### src/rtl/add3_chunk_sequencer_if.sv
// Operand/result handshake bundle for add3_chunk_sequencer.
// master: operand producer and result consumer. slave: the sequencer.
// Both channels use valid/ready: a transfer happens on a rising clock edge
// where valid and ready are both high; valid must not depend on ready.
interface add3_chunk_sequencer_if #(
    parameter int NCHUNK = 4
);
    localparam int W = 3 * NCHUNK;

    logic         in_valid;
    logic         in_ready;
    logic [W-1:0] a;
    logic [W-1:0] b;
    logic         cin_init;
    logic         sub;
    logic         out_valid;
    logic         out_ready;
    logic [W-1:0] result;
    logic         carry_out;

    modport master (
        output in_valid, a, b, cin_init, sub, out_ready,
        input  in_ready, out_valid, result, carry_out
    );

    modport slave (
        input  in_valid, a, b, cin_init, sub, out_ready,
        output in_ready, out_valid, result, carry_out
    );
endinterface

### src/rtl/add3_chunk_sequencer.sv
// add3_chunk_sequencer: feeds W = 3*NCHUNK bit operands through an external
// 3-bit ripple adder slice, one chunk per cycle, LSB chunk first, chaining
// cout back into cin, and returns the W-bit result plus the final carry.
// Optional macro SUBTRACT_EN: when defined, sub=1 at acceptance computes A-B
// (B inverted, initial carry forced to 1); otherwise sub is ignored.
// dbg_state exposes the FSM state (0=IDLE, 1=RUN, 2=DONE).
module add3_chunk_sequencer #(
    parameter int NCHUNK = 4
) (
    input  logic                   clk,
    input  logic                   rst_n,
    add3_chunk_sequencer_if.slave  io,
    output logic [2:0]             add_x,
    output logic [2:0]             add_y,
    output logic                   add_cin,
    input  logic [2:0]             add_sum,
    input  logic                   add_cout,
    output logic [1:0]             dbg_state
);
    localparam int W  = 3 * NCHUNK;
    localparam int IW = (NCHUNK > 1) ? $clog2(NCHUNK) : 1;
    localparam logic [IW-1:0] LAST_IDX = IW'(NCHUNK - 1);

    typedef enum logic [1:0] {
        S_IDLE = 2'd0,
        S_RUN  = 2'd1,
        S_DONE = 2'd2
    } state_t;

    state_t        state_q, state_d;
    logic [W-1:0]  a_q, a_d;
    logic [W-1:0]  b_q, b_d;
    logic          carry_q, carry_d;
    logic [IW-1:0] idx_q, idx_d;
    logic [W-1:0]  result_q, result_d;
    logic          carry_out_q, carry_out_d;
    logic          eff_sub;
    int unsigned   bit_base;

`ifdef SUBTRACT_EN
    assign eff_sub = io.sub;
`else
    // Subtraction is compiled out; sub is accepted on the port but has no effect.
    logic unused_sub;
    assign unused_sub = io.sub;
    assign eff_sub    = 1'b0;
`endif

    // Handshake flags and debug state are pure decodes of the FSM state.
    assign io.in_ready  = (state_q == S_IDLE);
    assign io.out_valid = (state_q == S_DONE);
    assign io.result    = result_q;
    assign io.carry_out = carry_out_q;
    assign dbg_state    = state_q;

    // Next-state, datapath updates and slice drive for the current chunk.
    always_comb begin
        state_d     = state_q;
        a_d         = a_q;
        b_d         = b_q;
        carry_d     = carry_q;
        idx_d       = idx_q;
        result_d    = result_q;
        carry_out_d = carry_out_q;
        add_x       = 3'd0;
        add_y       = 3'd0;
        add_cin     = 1'b0;
        bit_base    = 32'(idx_q) * 32'd3;
        case (state_q)
            S_IDLE: begin
                if (io.in_valid) begin
                    a_d     = io.a;
                    b_d     = eff_sub ? ~io.b : io.b;
                    carry_d = eff_sub ? 1'b1 : io.cin_init;
                    idx_d   = '0;
                    state_d = S_RUN;
                end
            end
            S_RUN: begin
                add_x   = a_q[bit_base +: 3];
                add_y   = b_q[bit_base +: 3];
                add_cin = carry_q;
                result_d[bit_base +: 3] = add_sum;
                carry_d = add_cout;
                if (idx_q == LAST_IDX) begin
                    carry_out_d = add_cout;
                    idx_d       = '0;
                    state_d     = S_DONE;
                end else begin
                    idx_d = idx_q + 1'b1;
                end
            end
            S_DONE: begin
                // Input is deliberately not sampled here: a new operation can
                // only be accepted after returning to IDLE.
                if (io.out_ready) begin
                    state_d = S_IDLE;
                end
            end
            default: state_d = S_IDLE;
        endcase
    end

    // State and datapath registers; reset aborts any operation in flight.
    always_ff @(posedge clk or negedge rst_n) begin
        if (!rst_n) begin
            state_q     <= S_IDLE;
            a_q         <= '0;
            b_q         <= '0;
            carry_q     <= 1'b0;
            idx_q       <= '0;
            result_q    <= '0;
            carry_out_q <= 1'b0;
        end else begin
            state_q     <= state_d;
            a_q         <= a_d;
            b_q         <= b_d;
            carry_q     <= carry_d;
            idx_q       <= idx_d;
            result_q    <= result_d;
            carry_out_q <= carry_out_d;
        end
    end
endmodule

### src/flat_wrapper.sv
// flat-port wrapper written by rule: the top's interface ports become plain ports
module add3_chunk_sequencer_flat 
#(
    parameter int NCHUNK = 4
)
  (clk, rst_n, add_x, add_y, add_cin, add_sum, add_cout, dbg_state, io_in_valid, io_a, io_b, io_cin_init, io_sub, io_out_ready, io_in_ready, io_out_valid, io_result, io_carry_out);
  add3_chunk_sequencer_if #(.NCHUNK(NCHUNK)) io_i ();
  input  logic clk;
  input  logic rst_n;
  output logic [2:0] add_x;
  output logic [2:0] add_y;
  output logic add_cin;
  input  logic [2:0] add_sum;
  input  logic add_cout;
  output logic [1:0] dbg_state;
  input wire logic [$bits(io_i.in_valid)-1:0] io_in_valid;
  input wire logic [$bits(io_i.a)-1:0] io_a;
  input wire logic [$bits(io_i.b)-1:0] io_b;
  input wire logic [$bits(io_i.cin_init)-1:0] io_cin_init;
  input wire logic [$bits(io_i.sub)-1:0] io_sub;
  input wire logic [$bits(io_i.out_ready)-1:0] io_out_ready;
  output wire logic [$bits(io_i.in_ready)-1:0] io_in_ready;
  output wire logic [$bits(io_i.out_valid)-1:0] io_out_valid;
  output wire logic [$bits(io_i.result)-1:0] io_result;
  output wire logic [$bits(io_i.carry_out)-1:0] io_carry_out;
  assign io_i.in_valid = io_in_valid;
  assign io_i.a = io_a;
  assign io_i.b = io_b;
  assign io_i.cin_init = io_cin_init;
  assign io_i.sub = io_sub;
  assign io_i.out_ready = io_out_ready;
  assign io_in_ready = io_i.in_ready;
  assign io_out_valid = io_i.out_valid;
  assign io_result = io_i.result;
  assign io_carry_out = io_i.carry_out;
  add3_chunk_sequencer #(.NCHUNK(NCHUNK)) u_core (.clk(clk), .rst_n(rst_n), .io(io_i), .add_x(add_x), .add_y(add_y), .add_cin(add_cin), .add_sum(add_sum), .add_cout(add_cout), .dbg_state(dbg_state));
endmodule
### config.mk
export PLATFORM = sky130hd
export DESIGN_NAME = add3_chunk_sequencer_flat
export DESIGN_NICKNAME = d
export VERILOG_FILES = /design/src/rtl/add3_chunk_sequencer_if.sv /design/src/rtl/add3_chunk_sequencer.sv /design/src/flat_wrapper.sv
export SDC_FILE = /design/constraint.sdc
export NUM_CORES = 1
export LEC_CHECK = 0
export CORE_MARGIN = 4
export CORE_UTILIZATION = 45
export CTS_BUF_LIST = sky130_fd_sc_hd__clkbuf_8
export DETAILED_ROUTE_END_ITERATION = 10
export PLACE_DENSITY_LB_ADDON = 0.12
export SYNTH_ARGS = -nofsm -noshare
export SYNTH_HDL_FRONTEND = slang
export SYNTH_SLANG_ARGS = --single-unit
### constraint.sdc
create_clock -name clk -period 3 [get_ports clk]
set_input_delay 0.45 -clock clk [delete_from_list [all_inputs] [get_ports clk]]
set_output_delay 0.45 -clock clk [all_outputs]
set_load 0.05 [all_outputs]
### Clock distribution, run 1

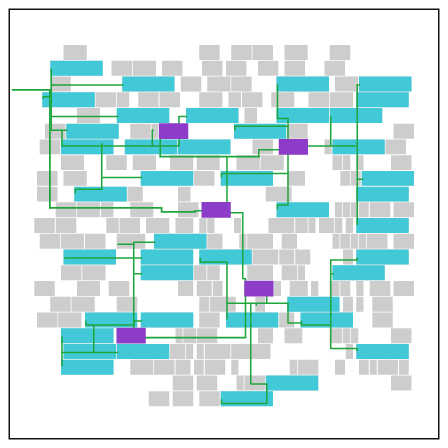
Key: clock wires = green [length 482 um]; clock-net drivers = purple [count 5]; flip-flops = cyan [count 42]
There are 6 routed clock nets.

### Pin map, run 1

Pins as bars across the die edge, other pins in gray.
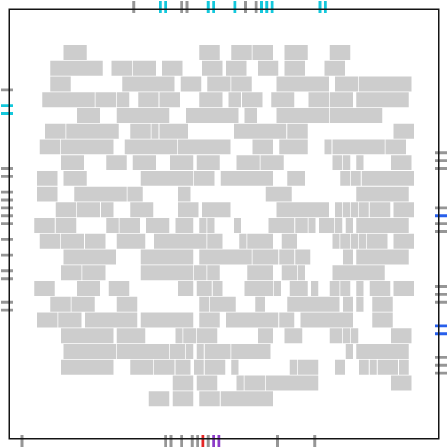
Key: `add_sum` = blue [pins 3, direction input, edge east]; `dbg_state` = purple [pins 2, direction output, edge south]; `io_b` = cyan [pins 12, direction input, edge 10 north, 2 west]; `add_cin` = red [pins 1, direction output, edge south]
All pins by edge: 16 west, 15 east, 15 north, 12 south.

### Placement view, run 1

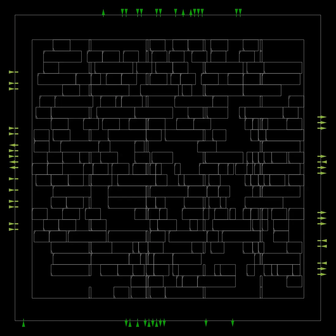
filler cell count: 315
Tap Count: 50
number of cells in the finished layout apart from fillers: 273

==> commit_impl_results.txt, run 1 <==
Record implementation results from latest flow run

* Chip area in the Yosys report: between 0.0015 and 0.002 mm^2
* Cell types occupying the most area after synthesis: sky130_fd_sc_hd__dfrtp_1 (54%), sky130_fd_sc_hd__mux2_2 (14%), sky130_fd_sc_hd__mux2i_1 (6.1%), sky130_fd_sc_hd__nand2_1 (4.6%), sky130_fd_sc_hd__ha_1 (3.8%)
* Post-Place Cells: ~270
- Upper clock frequency limit: approximately 350 MHz
- The final weighted congestion recorded by global placement is roughly 0.79.
* Layout buffer count excluding clock buffers: between 50 and 60
* Max-Slew Margin vs Limit: 39.5%
- At the later pin of the worst-skew pair, clock insertion delay measures 290 ps.
- Per STA, the highest per-stage delay on the worst path measures 880 ps.
- According to the floorplan report, the total die area is ~0.0055 mm^2.
- After the first detailed-routing iteration, the DRC count stood at 37.
- Across the routed clock network, the largest skew measured is 6.20 ps.
- The worst path meets setup with ~170 ps of slack.
* Seq power: 0.00105 W
- Of the combinational cells, the family taking the most area is multiplexers.
- Worst vdd rail ir drop: around 670 uV
* Number of optimization iterations in the first detailed-route pass: 4
- The clock passes through at most 2 buffers.
- The via count of the first global-routing pass was about 1,600.
- Summed over the clock group, the power is around 0.00036 W.
* Most common cell in the synthesized netlist: sky130_fd_sc_hd__dfrtp_1
* Nature of the critical path endpoint: output pin
- Dominant synthesized flop cell: sky130_fd_sc_hd__dfrtp_1
- The largest share of the power goes to combinational logic.
* Status: finished clean
* Final cell utilization of the core: 64.3%
- Width of the chip: between 70 and 80 um
* Total of warnings raised by yosys: 0
- Total length of routed met3 wires: 231 um
* TritonCTS clock tree: yes
- Combinational cells account for a little under three fifths of the total power.
- Routed wire per std cell: 14.9 um
- Num Clock Sinks: 42
- STA lists the endpoint of the worst register-to-register path as u_core.io.result[6].
- R2R cell count: 6
- Clock share of power: between 10% and 20%
- Entering global routing, the biggest net connects 43 pins.
- Cell leakage power: approximately 1.1 nW
- Placement Setup Slack: around 470 ps
* Critical-path maximum fanout: 16
- Relative to the synthesized area, the layout overhead comes to 35.1%.
- Averaged over all synthesized cells, the footprint is approximately 12 um^2.
- Number of levels in the clock H-tree: 2
- The initial antenna violation count was 0.
* Combinational Area: 851 um^2
- Together, buffers and inverters on the worst path number 1.
* Tally of buffers added on design ports: about 56
- Per the detail_route report, vias per standard cell equal roughly 5.2.
- Pwr/cell area: ~1200 mW/mm^2
- TritonRoute reported its final design rule violation total as 0.
- Routed met1 length: ~1700 um
- In the global route stage, met2 resource usage came out at 30.1%.
- According to the dpl log, the detail-placed design has an HPWL of ~3000 um.
- Area fraction in compound gates after synthesis: 7.79%
* Finished Cell Area: between 0.002 and 0.003 mm^2
- The last timing report of the flow puts the setup violation total at 0.
- Buffer cell driving the clock tree root: sky130_fd_sc_hd__clkbuf_8
- Unique cell type count in the Yosys netlist: 29
- Die Ht: about 74 um
- Global-route wire length before repair: around 7000 um
* Final #Nets: 262
* Clock-pin slew reported for the worst setup and hold paths after clock tree synthesis: 80 ps
- Counting I/O delays and the setup requirement, the final critical path takes 2830 ps.
- The most critical min-delay path falls under in2async.
- Power, Total: about 0.0033 W
* Setup repair after global routing missed its margin: no
- Pin slew with the least headroom to its limit: roughly 900 ps
* Routed via count: 1,424
- Layout non-clock buf frac: a little over a fifth
* CP Data Required Time: about 2600 ps
- Placed Area: around 0.0026 mm^2
- Hold-check failures listed in the final report amount to 0.
- Across the whole layout, storage elements make up between 30% and 40% of the cell area.
- Multi-input combinational gate total: between 100 and 150
* Count of hold buffers inserted by post-cts repair: 0
- The clock buffers instantiated in the layout total 6.
- Per the final report, the share of cell area in clock cells is ~3.5%.
* Global-route congestion overflow total: 0
* Asr flop ratio synth: 100%
- The worst setup path is launched from a flip-flop.
* Proportion of cell area occupied by multi-input gates: between 30 and 40%
* Design internal power: 0.00178 W
- Summed instance area of the synthesized netlist: ~0.002 mm^2
- The power report lists the combinational group at ~0.0019 W.
- The worst path uses between 90% and 100% of the clock period.
- In the floorplan report the effective utilization is 47.6%.
* Total met2 wirelength after detailed routing: around 2200 um
* Diode insertion count for antenna repair: 0
* Critical path data arrival time: 2380 ps
* Leading area contributor after synthesis: sky130_fd_sc_hd__dfrtp_1
* Net switching fraction of the power: 46.0%
* Total tool warning count: 32
- Leaving out the clock tree, the finished layout contains an inverter count of 4.
- Synthesis produced a netlist whose cell count is 162.
- For this design the top-level I/O count stands at a little under 60.
- Area fraction in mux cells: about 20%
- The report lists the number of cells resized after CTS as 0.
- Following the worst setup path forward leads to its endpoint at add_x[1].
### Routed metal, one color a layer, run 1

Bar = 20 um.
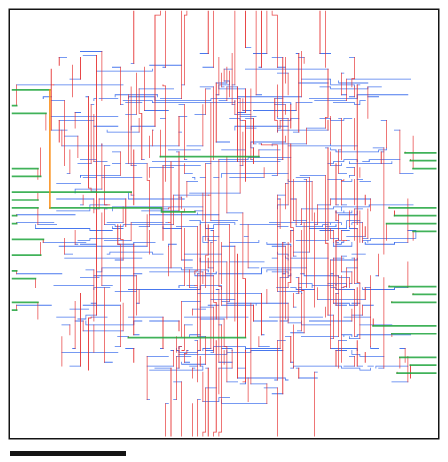

## Run 2: what changed since run 1
CORE_MARGIN = 2   (was 4)
GPL_ROUTABILITY_DRIVEN = 0   (was not set)
### Routed metal, one color a layer, run 2

Bar = 20 um.
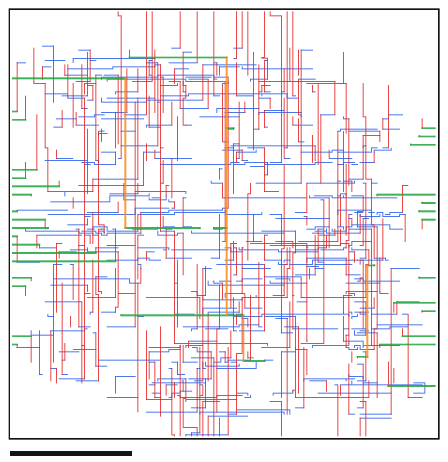
Key: M1 = blue [wire length 1,700 um]; M4 = orange [wire length 89.1 um]; M3 = green [wire length 209 um]; M2 = red [wire length 2,060 um]

### Pin map, run 2

Pins as bars across the die edge, other pins in gray.
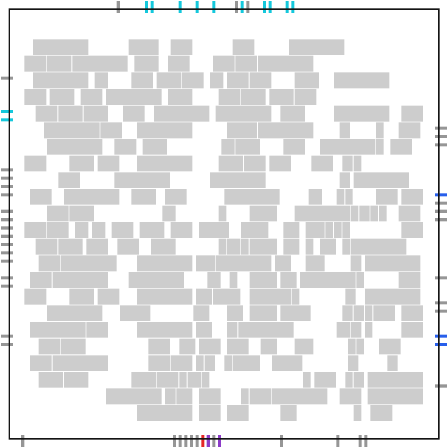
Key: `add_sum` = blue [pins 3, direction input, edge east]; `io_b` = cyan [pins 12, direction input, edge 10 north, 2 west]; `add_cin` = red [pins 1, direction output, edge south]; `dbg_state` = purple [pins 2, direction output, edge south]
All pins by edge: 18 west, 14 south, 13 east, 13 north.

### Clock distribution, run 2

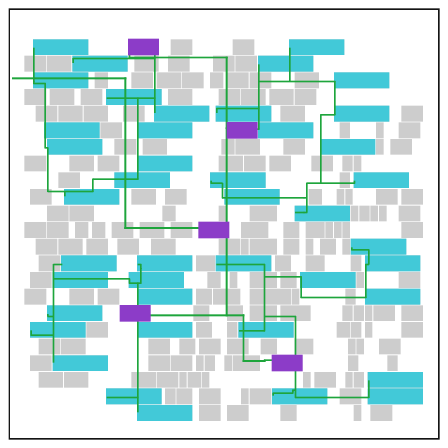
Key: flip-flops = cyan [count 42]; clock wires = green [length 491 um]; clock-net drivers = purple [count 5]
There are 6 routed clock nets.

==> run 2 against run 1 <==
  * Via count down 1.1%
  * Die area down 11%
  * First-iteration DRC count up 46%
==> commit_impl_results.txt, run 2 <==
Record implementation results from latest flow run

- The multi-input combinational cells in the finished layout cover a total of 851 um^2.
* Remaining routing DRC violations: 0
- In the finished layout, the clock tree contains a buffer count of 6.
- Hold violation count in the final report: 0
- Maximum buffer depth of the clock tree: 2
- Upper clock frequency limit: 361 MHz
- For this run, the script counts the antenna cells in the layout as 0.
* Met1 Track Usage GR: about a fifth
- For this run, the final setup violation count is recorded as 0.
- The via count of the first global-routing pass came to ~1,500.
- Critical Path End: add_y[1]
- Clock latency of the later-clocked register in the worst-skew pair: 290 ps
- CP Class: reg2out
- Yosys attributes the largest share of cell area to sky130_fd_sc_hd__dfrtp_1 (54%), sky130_fd_sc_hd__mux2_2 (14%), sky130_fd_sc_hd__mux2i_1 (6.1%), sky130_fd_sc_hd__nand2_1 (4.6%), sky130_fd_sc_hd__ha_1 (3.8%).
- After layout, the setup clock skew is reported as about 6.3 ps.
* CP max-delay cell: sky130_fd_sc_hd__clkdlybuf4s50_1
- For this design the total switching power over the nets is roughly 0.0015 W.
- Final setup TNS: 0 ps
- Mean number of vias per cell: between 5 and 6
* Biggest consumer: combinational logic
* Global-route congestion overflow total: 0
- Post-synthesis cell count from yosys: 162
* Clock-pin slew reported for the worst setup and hold paths after clock tree synthesis: 70 ps
- Number of optimization iterations in the first detailed-route pass: 4
* Number of DRC violations after detailed-routing iteration 0: roughly 54
* Power, Total: ~0.0033 W
- Floorplan die area: around 0.0049 mm^2
- Looking at the cell usage after synthesis, the top flip-flop cell is sky130_fd_sc_hd__dfrtp_1.
- Fraction of area in registers: approximately two fifths
* Inverter count of the layout excluding clock inverters: 4
- The STA report counts the stages on the worst setup path as 3.
- Cells with a size suffix above 1 make up about 17% of the layout.
* Die Ht: 70.0 um
- The final report lists a non-filler cell total of 272.
- For this run, asynchronously set or reset flops after synthesis account for 100%.
- The worst setup path is launched from a flip-flop.
- Area fraction in mux cells: between 20% and 30%
- The H-tree was split into 2 levels.
- The most frequently used library cell after synthesis is sky130_fd_sc_hd__dfrtp_1.
- The floorplan step set the die width to between 60 and 70 um.
- Summed instance area of the synthesized netlist: 0.00196 mm^2
- # Max-Cap Violations: 0
- Worst vdd rail ir drop: approximately 850 uV
* Fraction of area in clock buffers and inverters: slightly above 3%
* Total met2 wirelength after detailed routing: 2060 um
- Summing all non-filler instances in the final layout gives an area of ~0.0026 mm^2.
- During tapcell insertion the tool placed 50 well taps.
* Crit-path cells: mux2i_1, o22ai_1, clkdlybuf4s50_1
* Cell leakage power: 1.12 nW
* Min Clock Period, post-route: around 2800 ps
- After technology mapping, the gate count stands at ~160.
* Routed via count: around 1,400
* Total tool warning count: 32
- between 100 and 150 cells are multi-input combinational gates.
- Status: finished clean
* Layout buffer count excluding clock buffers: about 60
- The type recorded for the worst min-delay path is in2async.
- sky130_fd_sc_hd__dfrtp_1 takes more of the synthesized area than any other cell.
- Detailed placement finished with a half-perimeter wire length of ~3000 um.
- The initial antenna violation count is 0.
- In this run the tightest slew margin relative to its limit is between 30% and 40%.
* Final cell utilization of the core: around 65%
- Placed Area: 0.00256 mm^2
* Clk. pwr: around 0.00035 W
- Routed wire per std cell: around 15 um
- TritonCTS built the clock tree.
- Total length of routed met3 wires: 208 um
* Main logic family after synthesis: multiplexers
- Leaving out fill and tap cells, the most frequent cells in the layout are sky130_fd_sc_hd__clkdlybuf4s50_1 (55), sky130_fd_sc_hd__dfrtp_1 (42), sky130_fd_sc_hd__nand2_1 (24), sky130_fd_sc_hd__mux2_2 (24), sky130_fd_sc_hd__mux2i_1 (12).
- Setup repair after global routing missed its margin: no
* I/O pin count: a little under 60
- Buffer cell driving the clock tree root: sky130_fd_sc_hd__clkbuf_8
- Num Clock Sinks: between 40 and 50
* Placement Setup Slack: about 510 ps
- STA puts the critical path data required time at approximately 2600 ps.
- Relative to the synthesized area, the layout overhead comes to 35.1%.
- Per the layout area report, the combinational fraction of cell area is 32.1%.
- The flow reports power dissipated in combinational cells as 0.00191 W.
- R2R cell count: 6
- Critical R2R Launch: u_core.idx_q[0]
* Count of hold buffers inserted by post-cts repair: 0
- Number of CTS-inserted buffers: 5
- Total of warnings raised by yosys: 0
* Chip area in the Yosys report: between 0.0015 and 0.002 mm^2
- Entering global routing, the biggest net connects 43 pins.
* Met3 capacity usage during global routing: under 10%
* Met2 track utilization from global routing: a little under a third
* Area share of the largest cell type after synthesis: a little over half
- Per the synthesis report, the adder-cell share of the synthesized area is 3.83%.
- Worst setup margin: 228 ps
- The flow reported a cell area power density of 1240 mW/mm^2.
- Critical path data arrival time: between 2000 and 2500 ps
- Post-synthesis net count: slightly above 200
- Looking at the post-CTS report, the setup buffer insertion count equals 0.
* Power share of the combinational group: 58.1%
* R2R setup slack: between 700 and 800 ps
* Post-cts sizing count: 0
- After the last flow step, the layout net total stands at between 200 and 300.
* Post-Syn Area per Cell: between 10 and 15 um^2
* Filler cell count: roughly 330
- Number of buffers and inverters on the critical path: 1
* Register area: between 0.001 and 0.0015 mm^2
- Of the total power, the share spent switching nets is a little under half.
- Unique cell type count in the Yosys netlist: 29
- Measured on the final layout, buffering overhead outside the clock network stands at 22.1%.
- Design internal power: 0.00178 W
- Pin slew with the least headroom to its limit: between 900 and 1000 ps
- Seq power: 0.00102 W
* Number of routed nets with antenna violations: 0
- Port buffering added between 50 and 60 buffers.
- STA classifies the critical path endpoint as an output pin.
- The first global-routing pass estimated slightly below 7000 um of wire.
* Post-Place Cells: roughly 270
* Fraction of the cycle the final worst path needs: around 92%
- The share of total power dissipated in the clock network is 10.7%.
- Number of flip-flops and latches: about 42
* R2r endpoint: u_core.io.result[6]
* Number of flip-flops and latches in the synthesized netlist: ~42
- After Yosys synthesis, AND-OR and OR-AND compound gates account for between 7 and 8% of the synthesized area.
* Critical-path maximum fanout: 13
- The post-route report lists met1 wire length as roughly 1700 um.
- Critical Path Max Stage Delay: between 800 and 900 ps
* FP Util: between 40% and 50%
### Placement view, run 2

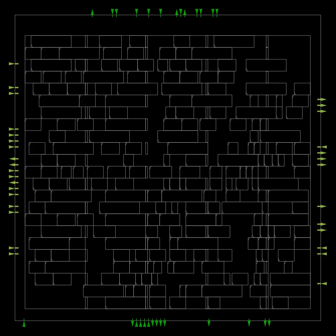

## Run 3: what changed since run 2
GPL_TIMING_DRIVEN = 0   (was not set)
### Placement view, run 3

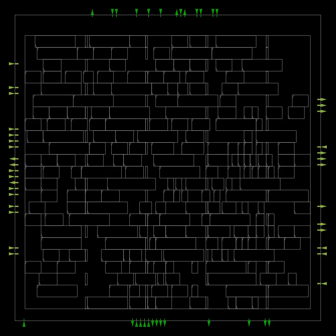
total core area: 0.00409 mm^2
number of flip-flops and latches: 42
number of cells in the finished layout apart from fillers: 276
filler cell count: 331
count of standard-cell rows: 23

### Routed metal, one color a layer, run 3

Bar = 20 um.
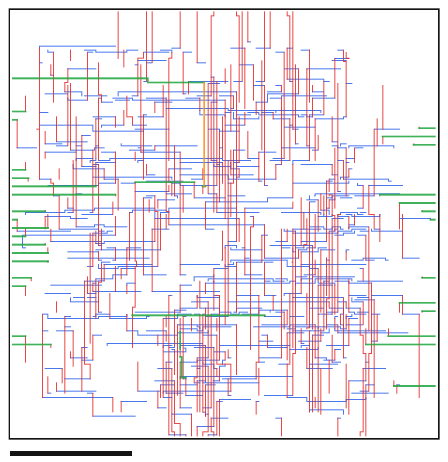
Key: M1 = blue [wire length 1,760 um]; M2 = red [wire length 2,180 um]; M3 = green [wire length 220 um]; M4 = orange [wire length 17.0 um]

### Pin map, run 3

Pins as bars across the die edge, other pins in gray.
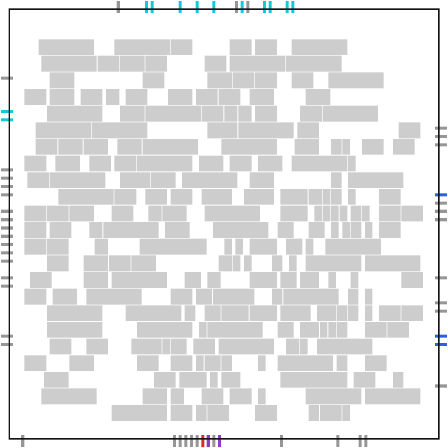
Key: `add_sum` = blue [pins 3, direction input, edge east]; `dbg_state` = purple [pins 2, direction output, edge south]; `add_cin` = red [pins 1, direction output, edge south]; `io_b` = cyan [pins 12, direction input, edge 10 north, 2 west]
All pins by edge: 18 west, 14 south, 13 east, 13 north.

==> run 3 against run 2 <==
  * Hold slack gained 10 ps
  * Clock skew shrank 3.3 ps
  * Register-to-register slack gained 270 ps
  * Core utilization grew 1.8 points
  * Via count grew 4.9%
  * Maximum frequency shrank 2.6%
  * Sequential share of layout area shrank 1.1 points
  * Total power grew 6.5%
  * Count of clock-buffer cells in the layout is the same
  * Critical endpoint is now add_x[2]
  * Largest power group unchanged
==> commit_impl_results.txt, run 3 <==
Record implementation results from latest flow run

- Status: finished clean
- After Yosys synthesis, XOR and XNOR cells account for 0% of the synthesized area.
* Sequential-to-total area share from yosys stat: 53.6%
- Worst vdd rail ir drop: between 900 and 1000 uV
- Worst setup margin: 153 ps
- Final hold slack: 296 ps
* Combinational Area: approximately 850 um^2
- Most frequent standard cell in the layout excluding fill and tap cells: sky130_fd_sc_hd__clkdlybuf4s50_1
* Total tool warning count: 32
* Routed wire per std cell: between 15 and 20 um
* Number of buffers added for setup after CTS: 0
- Hold crit path type: in2async
- Buffer cell driving the clock tree root: sky130_fd_sc_hd__clkbuf_8
- Start point of the critical path: u_core.dbg_state[0]
* Post-synthesis net count: approximately 200
* Placement Setup Slack: 412 ps
- Number of optimization iterations in the first detailed-route pass: 4
- STA classifies the critical path startpoint as a flip-flop.
- sky130_fd_sc_hd__dfrtp_1 takes more of the synthesized area than any other cell.
- The routed layout has 1,477 vias.
- Number of CTS-inserted buffers: 5
- Synthesis inferred 42 register bits.
- Die Ht: between 60 and 70 um
- After layout the clock buffers and inverters come to 5.24% of cell area.
* Vias in the first global route: 1,516
- Total met2 wirelength after detailed routing: 2180 um
* Combinational logic power: between 0.0015 and 0.002 W
- Remaining routing DRC violations: 0
- HPWL after detailed placement: about 3100 um
* I/O pin count: a little under 60
* Yosys simple share: a little under an eighth
- In the synthesized netlist, mux cells make up 20.5% of the area.
* Fraction of area in registers: 38.6%
- The skew report gives the latency at the later pin of the worst-skew pair as 290 ps.
- Proportion of cell area occupied by multi-input gates: 31.3%
- OpenROAD reports that the post-layout worst path occupies a little over nine tenths of the period.
- Biggest consumer: combinational logic
- Power spread over the standard cell area amounts to between 1000 and 1500 mW/mm^2.
- Internal power comes to 0.00196 W.
- Setup repair after global routing left no endpoint under its margin.
* Count of hold buffers inserted by post-cts repair: 0
- Post-synthesis adder-cell area fraction: 3.83%
- The max-slew check reports its worst relative slack as 38.5%.
- From the final report, the count of setup violators was given as 0.
- Registers take 0.00105 mm^2.
- FP Util: a little under half
* Global-route congestion overflow total: 0
* Net load switching power: roughly 0.0015 W
* Overall Global Routing Usage: a little under a fifth
- Once layout is complete, the utilization of the core stands at between 60% and 70%.
* Sequential fraction of design power: between 20% and 30%
* Synth top cells by count: sky130_fd_sc_hd__dfrtp_1 (42), sky130_fd_sc_hd__mux2_2 (24), sky130_fd_sc_hd__nand2_1 (24)
* Critical-path maximum fanout: 10
- Num Clock Sinks: approximately 42
* Placed Area: roughly 0.0026 mm^2
- The clock network power reported by the tool is ~0.00054 W.
- Per the layout report, the design carries 4 non-clock inverters.
* Number of antenna violations at the first check in global routing: 0
- After layout, the setup clock skew is reported as between 3 and 4 ps.
- Clock-pin slew reported for the worst setup and hold paths after clock tree synthesis: 80 ps
- Number of buffers and inverters on the critical path: 2
- The number of gates resized after CTS was 0.
- Critical path data arrival time: between 2000 and 2500 ps
- The synth_stat.txt file lists the number of cells as around 160.
- Per the run report, area growth between synthesis and finish was 38.9%.
* Layout cell share with drive strength beyond 1: roughly 18%
* Floorplan die area: between 0.004 and 0.005 mm^2
- Most common cell in the synthesized netlist: sky130_fd_sc_hd__dfrtp_1
- Number of levels in the clock H-tree: 2
* Number of DRC violations after detailed-routing iteration 0: 31
* Critical R2R Launch: u_core.idx_q[0]
* Pin slew with the least headroom to its limit: ~900 ps
- Yosys mapped a number of flops with a built-in enable equal to 0.
- Routed met1 length: ~1800 um
- STA classifies the critical path endpoint as an output pin.
- Global routing put the most usage on met2.
- Global-route wire length before repair: ~7100 um
- Counting distinct cell types in the post-synthesis netlist gives 29.
* Pin count of the biggest net entering global routing: about 43
- The flow inserted approximately 50 tap cells.
* WL final: roughly 4200 um
- By area, the class that comes first in the final layout consists of sequential cells.
- Instance count on the critical path: 5
- Summed instance area of the synthesized netlist: 0.00196 mm^2
- Per STA, the highest per-stage delay on the worst path measures 830 ps.
- Following the worst setup path forward leads to its endpoint at add_x[2].
- In the synthesized netlist, the number of instances is approximately 160.
* Number of routed nets with antenna violations: 0
* Met2 track utilization from global routing: roughly a third
- CP top delay family: buffers and inverters
- The worst register-to-register path depth is 5.
- The most used flip-flop cell after synthesis is sky130_fd_sc_hd__dfrtp_1.
- In this run the register-to-register setup slack is a little over 1000 ps.
- Power share of the combinational group: 55.7%
- Post-Syn Area per Cell: 12.1 um^2
- Width of the chip: around 70 um
* Met1 Track Usage GR: about 22%
* Multi-input combinational gate total: 110
- CP Data Required Time: 2550 ps
* Mean number of vias per cell: around 5.4
- Top layer in use: met4
* Total of warnings raised by yosys: 0
- In this run the tool buffered the top-level ports with approximately 56 buffer cells.
- The routed design uses ~220 um of met3 wire.
- For this run, the script counts the antenna cells in the layout as 0.
- Cell leakage power: ~1.2 nW
- Post-Place Cells: between 200 and 300
- For this design, the slowest cell found on the critical path is sky130_fd_sc_hd__clkdlybuf4s50_1.
- The final timing report lists a max-slew violation count of 0.
* Maximum buffer depth of the clock tree: 2
* Final #Nets: approximately 270
* TritonCTS clock tree: yes
* R2r endpoint: u_core.io.result[8]
- met3 track demand over resource after global routing is a little under 6%.
* # Max-Cap Violations: 0
- After synthesis, the share of flip-flops with an asynchronous set or reset is 100%.
- Among the non-sequential cells, multiplexers take the most area.
* Net switching fraction of the power: a little over two fifths
- Sequential power for this build is 0.00101 W.
* Chip area in the Yosys report: between 0.0015 and 0.002 mm^2
- The synthesized netlist devotes 7.79% of its cell area to compound gates.
- The area fraction of the largest cell type after synthesis is 53.6%.
- Layout non-clock buf frac: ~22%
- CP Class: reg2out
- Cell types occupying the most area after synthesis: sky130_fd_sc_hd__dfrtp_1 (54%), sky130_fd_sc_hd__mux2_2 (14%), sky130_fd_sc_hd__mux2i_1 (6.1%), sky130_fd_sc_hd__nand2_1 (4.6%), sky130_fd_sc_hd__ha_1 (3.8%)
- Number of clock buffer instances in the layout: 6
* Hold violation count in the final report: 0
- Leaving out the clock tree, the finished layout contains a buffer count of around 62.
- The library cells used most frequently in the layout, excluding fill and tap cells, are sky130_fd_sc_hd__clkdlybuf4s50_1 (55), sky130_fd_sc_hd__dfrtp_1 (42), sky130_fd_sc_hd__nand2_1 (24), sky130_fd_sc_hd__mux2_2 (24), sky130_fd_sc_hd__mux2i_1 (12).
- Based on the critical path, the design can be clocked at up to ~350 MHz.
- Looking at the power breakdown, the clock network takes between 15 and 20% of the total.
- The report lists the cells along the critical path as buf_4, and2b_2, nand2_1, o22ai_1, clkdlybuf4s50_1.
- The final power report lists total power as between 0.003 and 0.004 W.
- For the final routed database, the setup TNS stands at 0 ps.
- Summing all non-filler instances in the final layout gives an area of 0.00272 mm^2.
- Min Clock Period, post-route: 2850 ps
Power is estimated from default activity; no workload was simulated.
